<file path="config.mk">
export PLATFORM = sky130hd
export DESIGN_NAME = marquee_monitor
export DESIGN_NICKNAME = d
export VERILOG_FILES = /design/src/rtl/marquee_pkg.sv /design/src/rtl/marquee_pat_filter.sv /design/src/rtl/marquee_monitor.sv
export SDC_FILE = /design/constraint.sdc
export NUM_CORES = 1
export LEC_CHECK = 0
export CORE_MARGIN = 4
export CORE_UTILIZATION = 45
export DETAILED_ROUTE_END_ITERATION = 12
export PLACE_DENSITY = 0.7
export SYNTH_ARGS = -nofsm -noshare
export SYNTH_HDL_FRONTEND = slang
export SYNTH_HIERARCHICAL = 1
export SYNTH_SLANG_ARGS = --single-unit
export TNS_END_PERCENT = 30
</file>
<file path="constraint.sdc">
create_clock -name clk -period 4 [get_ports clk]
set_input_delay 0.6 -clock clk [delete_from_list [all_inputs] [get_ports clk]]
set_output_delay 0.6 -clock clk [all_outputs]
set_load 0.05 [all_outputs]
</file>
<file path="src/rtl/marquee_pkg.sv">
// Shared constants for the 12-bit LED marquee bus: pattern values, symbol codes,
// the 10-step expected-symbol sequence and the monitor lock FSM state type.
package marquee_pkg;

    localparam logic [11:0] PAT_BEF = 12'hBEF;
    localparam logic [11:0] PAT_5D7 = 12'h5D7;
    localparam logic [11:0] PAT_F7D = 12'hF7D;
    localparam logic [11:0] PAT_EBA = 12'hEBA;
    localparam logic [11:0] PAT_492 = 12'h492;
    localparam logic [11:0] PAT_B6D = 12'hB6D;

    typedef logic [2:0] sym_t;

    localparam sym_t SYM_BEF = 3'd0;
    localparam sym_t SYM_5D7 = 3'd1;
    localparam sym_t SYM_F7D = 3'd2;
    localparam sym_t SYM_EBA = 3'd3;
    localparam sym_t SYM_492 = 3'd4;
    localparam sym_t SYM_B6D = 3'd5;
    localparam sym_t SYM_INV = 3'd7;

    localparam logic [3:0] LAST_STEP     = 4'd9;
    localparam logic [3:0] LOCK_STEP_492 = 4'd4;
    localparam logic [3:0] LOCK_STEP_B6D = 4'd5;

    typedef enum logic {UNLOCKED, LOCKED} state_t;

    function automatic sym_t decode_pat(input logic [11:0] pat);
        case (pat)
            PAT_BEF: decode_pat = SYM_BEF;
            PAT_5D7: decode_pat = SYM_5D7;
            PAT_F7D: decode_pat = SYM_F7D;
            PAT_EBA: decode_pat = SYM_EBA;
            PAT_492: decode_pat = SYM_492;
            PAT_B6D: decode_pat = SYM_B6D;
            default: decode_pat = SYM_INV;
        endcase
    endfunction

    function automatic sym_t expected_sym(input logic [3:0] step);
        case (step)
            4'd0:    expected_sym = SYM_BEF;
            4'd1:    expected_sym = SYM_5D7;
            4'd2:    expected_sym = SYM_F7D;
            4'd3:    expected_sym = SYM_EBA;
            4'd4:    expected_sym = SYM_492;
            4'd5:    expected_sym = SYM_B6D;
            4'd6:    expected_sym = SYM_F7D;
            4'd7:    expected_sym = SYM_EBA;
            4'd8:    expected_sym = SYM_BEF;
            4'd9:    expected_sym = SYM_5D7;
            default: expected_sym = SYM_INV;
        endcase
    endfunction

endpackage

</file>
<file path="src/rtl/marquee_pat_filter.sv">
// Synchronizes the asynchronous marquee pattern, debounces it and pulses accept_o
// when a stable value differs from the last accepted one.
module marquee_pat_filter #(
    parameter int unsigned STABLE_CYCLES = 4
) (
    input  logic        clk,
    input  logic        reset,
    input  logic [11:0] pat_i,
    output logic        accept_o,
    output logic [11:0] acc_pat_o
);

    localparam int unsigned CW = $clog2(STABLE_CYCLES + 1);

    logic [11:0]   sync1_q, sync2_q;
    logic [11:0]   cand_q, cand_d;
    logic [CW-1:0] cnt_q, cnt_d;
    logic [11:0]   last_q, last_d;
    logic          accept_q, accept_d;
    logic          changed;

    // cnt counts samples of the candidate including the one that introduced it,
    // so acceptance fires on the STABLE_CYCLES-th equal sample.
    always_comb begin
        changed  = (sync2_q != cand_q);
        cand_d   = sync2_q;
        last_d   = last_q;
        accept_d = 1'b0;
        if (changed) begin
            cnt_d = CW'(1);
        end else if (cnt_q != CW'(STABLE_CYCLES)) begin
            cnt_d = cnt_q + CW'(1);
        end else begin
            cnt_d = cnt_q;
        end
        if ((cnt_d == CW'(STABLE_CYCLES)) && (changed || (cnt_q != CW'(STABLE_CYCLES)))
            && (sync2_q != last_q)) begin
            accept_d = 1'b1;
            last_d   = sync2_q;
        end
    end

    always_ff @(posedge clk or negedge reset) begin
        if (!reset) begin
            sync1_q  <= '0;
            sync2_q  <= '0;
            cand_q   <= '0;
            cnt_q    <= '0;
            last_q   <= '0;
            accept_q <= 1'b0;
        end else begin
            sync1_q  <= pat_i;
            sync2_q  <= sync1_q;
            cand_q   <= cand_d;
            cnt_q    <= cnt_d;
            last_q   <= last_d;
            accept_q <= accept_d;
        end
    end

    assign accept_o  = accept_q;
    assign acc_pat_o = last_q;

endmodule

</file>
<file path="src/rtl/marquee_monitor.sv">
// Receive-side marquee checker: decodes accepted patterns, locks onto the 10-step
// sequence, and reports step, sequence errors, invalid symbols and stalls.
module marquee_monitor
    import marquee_pkg::*;
#(
    parameter int unsigned STABLE_CYCLES = 4,
    parameter int unsigned TIMEOUT       = 30000000,
    parameter int unsigned TO_W          = 26
) (
    input  logic        clk,
    input  logic        reset,
    input  logic [11:0] pat_in,
    output logic        locked,
    output logic [3:0]  step,
    output logic        step_valid,
    output logic        err_pulse,
    output logic [7:0]  err_cnt,
    output logic        sym_invalid,
    output logic        stall
);

    logic        accept;
    logic [11:0] acc_pat;

    marquee_pat_filter #(.STABLE_CYCLES(STABLE_CYCLES)) u_filter (
        .clk       (clk),
        .reset     (reset),
        .pat_i     (pat_in),
        .accept_o  (accept),
        .acc_pat_o (acc_pat)
    );

    state_t          state_q, state_d;
    logic [3:0]      step_q, step_d;
    logic [TO_W-1:0] to_q, to_d;
    logic [7:0]      err_q, err_d;
    logic            stall_q, stall_d;
    logic            sv_q, sv_d;
    logic            ep_q, ep_d;
    logic            inv_q, inv_d;
    sym_t            sym;
    logic [3:0]      next_step;

    always_comb begin
        state_d   = state_q;
        step_d    = step_q;
        to_d      = to_q;
        err_d     = err_q;
        stall_d   = stall_q;
        sv_d      = 1'b0;
        ep_d      = 1'b0;
        inv_d     = inv_q;
        sym       = decode_pat(acc_pat);
        next_step = (step_q == LAST_STEP) ? 4'd0 : step_q + 4'd1;

        // An accept always wins over a timeout expiring in the same cycle.
        if (accept) begin
            inv_d   = (sym == SYM_INV);
            stall_d = 1'b0;
            to_d    = '0;
            case (state_q)
                UNLOCKED: begin
                    if (sym == SYM_492) begin
                        state_d = LOCKED;
                        step_d  = LOCK_STEP_492;
                        sv_d    = 1'b1;
                    end else if (sym == SYM_B6D) begin
                        state_d = LOCKED;
                        step_d  = LOCK_STEP_B6D;
                        sv_d    = 1'b1;
                    end
                end
                LOCKED: begin
                    if (sym == expected_sym(next_step)) begin
                        step_d = next_step;
                        sv_d   = 1'b1;
                    end else begin
                        ep_d    = 1'b1;
                        err_d   = (err_q == 8'hFF) ? err_q : err_q + 8'd1;
                        state_d = UNLOCKED;
                        step_d  = '0;
                    end
                end
                default: state_d = UNLOCKED;
            endcase
        end else if (state_q == LOCKED) begin
            if (to_q == TO_W'(TIMEOUT - 1)) begin
                stall_d = 1'b1;
                state_d = UNLOCKED;
                step_d  = '0;
                to_d    = '0;
            end else begin
                to_d = to_q + TO_W'(1);
            end
        end
    end

    always_ff @(posedge clk or negedge reset) begin
        if (!reset) begin
            state_q <= UNLOCKED;
            step_q  <= '0;
            to_q    <= '0;
            err_q   <= '0;
            stall_q <= 1'b0;
            sv_q    <= 1'b0;
            ep_q    <= 1'b0;
            inv_q   <= 1'b0;
        end else begin
            state_q <= state_d;
            step_q  <= step_d;
            to_q    <= to_d;
            err_q   <= err_d;
            stall_q <= stall_d;
            sv_q    <= sv_d;
            ep_q    <= ep_d;
            inv_q   <= inv_d;
        end
    end

    assign locked      = (state_q == LOCKED);
    assign step        = step_q;
    assign step_valid  = sv_q;
    assign err_pulse   = ep_q;
    assign err_cnt     = err_q;
    assign sym_invalid = inv_q;
    assign stall       = stall_q;

endmodule

</file>
==> images/layers.png <==
Scale: 3 px per um. Two of the layers only.
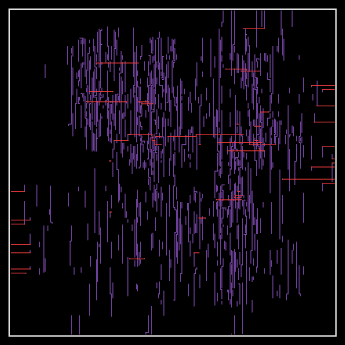
| color | layer | wire length |
|---|---|---|
| purple | M2 | 3980 um |
| red | M3 | 270 um |

==> run summary <==
Result of the run - completed
Slew Limit Fails - 0
MI comb area - 0.00206 mm^2
Routed met3 length - 270 um
Clock root cell - sky130_fd_sc_hd__clkbuf_8
Total via count after detailed routing - 3219
Number of standard cells reported by yosys - 419
Mapped Nets - 437
Worst R2R End - err_cnt[1]
Met2 track demand over resource - 23.3%
Port Buffers - 30
LEAKAGE - 2.17 nW
Routed met2 length - 3.98 mm
Die boundary height - 108 um
Hold Path Origin - u_filter/sync1_q[3]
Max Clk Rate - 362 MHz
Clock network fraction of design power - 36.8%
Tool warnings - 27
Clk sink count - 95
Remaining global-route overflow - 0
Core utilization of the finished layout - 52.4%
Non-clock buffers - 32
Worst endpoint data arrival time - 3.00 ns
Primary flip-flop cell chosen by synthesis mapping - sky130_fd_sc_hd__dfrtp_1
Post-synth cell types - 61
Hpwl dp - 5.86 mm
Largest clock skew in the final design - 0.0107 ns
Initial antenna violation count - 0
Internal - 1.24 mW
Synth-to-Final Area Change - 13.2%
Worst setup path endpoint - err_cnt[1]
Violation tally from detailed-route iteration zero - 177
Register name with the most flops - to_q
Initial DRT Pass Iterations - 5
Worst reg2reg path startpoint - u_filter/acc_pat_o[3]
Most common library cell in the layout ignoring fill and taps - sky130_fd_sc_hd__dfrtp_1
Vias per std cell - 5.49
Switching part of the total power - 24.7%
Peak VDD IR - 0.000187 V
Core region area - 0.00982 mm^2
Combinational power - 0.0507 mW
==> images/closeup.png <==
Region (39, 39) to (69, 69) um. Cells in gray, sequential cells in the stronger gray; small squares are vias.
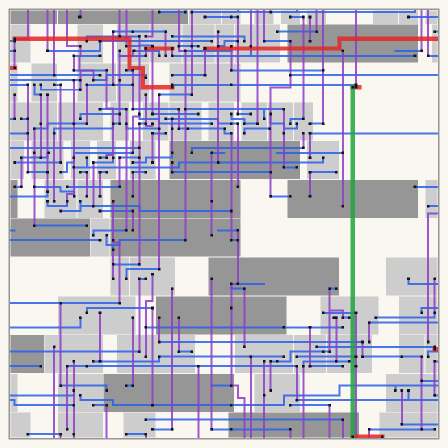
| color | layer |
|---|---|
| blue | M1 |
| red | M3 |
| purple | M2 |
| green | M4 |
most frequent: dfrtp_1 (10), nand4_1 (5), o21ai_0 (5)
cells with their middle in the window: 55
sequential cells in the window: 10
netlist names of flops here include: `to_q` (5), `u_filter/acc_pat_o` (4)

-- synth_stat cells, types with 3 or more instances --
| library cell | count |
|---|---|
| sky130_fd_sc_hd__nand2_1 | 45 |
| sky130_fd_sc_hd__nand3_1 | 13 |
| sky130_fd_sc_hd__a211oi_1 | 5 |
| sky130_fd_sc_hd__nor2_1 | 26 |
| sky130_fd_sc_hd__nand4_1 | 15 |
| sky130_fd_sc_hd__a21oi_1 | 13 |
| sky130_fd_sc_hd__and2_1 | 6 |
| sky130_fd_sc_hd__o21ai_1 | 3 |
| sky130_fd_sc_hd__ha_1 | 4 |
| sky130_fd_sc_hd__xor2_1 | 14 |
| sky130_fd_sc_hd__xnor2_1 | 21 |
| sky130_fd_sc_hd__mux2i_1 | 4 |
| sky130_fd_sc_hd__clkbuf_1 | 9 |
| sky130_fd_sc_hd__nor3_1 | 11 |
| sky130_fd_sc_hd__o21ai_0 | 34 |
| sky130_fd_sc_hd__mux2_2 | 4 |
| sky130_fd_sc_hd__nand2b_1 | 5 |
| sky130_fd_sc_hd__inv_1 | 8 |
| sky130_fd_sc_hd__o31ai_1 | 3 |
| sky130_fd_sc_hd__and4_1 | 3 |
| sky130_fd_sc_hd__and3_1 | 9 |
| sky130_fd_sc_hd__a31oi_1 | 7 |
| sky130_fd_sc_hd__dfrtp_1 | 95 |
| sky130_fd_sc_hd__nor4_4 | 3 |
| sky130_fd_sc_hd__mux2_4 | 10 |
-- logic make-up (layout without fill, tap and decap cells) --
logic type | count (synthesis) | in the layout | synth area share [%]
DFF | 95 | 95 | 52.4
xor gates and xnor gates | 36 | 36 | 7.36
buffers and inverters | 22 | 56 | 2.20
and+or+nand+nor | 156 | 156 | 19.1
AOI/OAI and AO/OA | 86 | 86 | 12.2
muxes | 20 | 20 | 5.68
adders and majority gates | 4 | 4 | 1.10
No activity file was given, so power comes from the tool's default toggle rates.
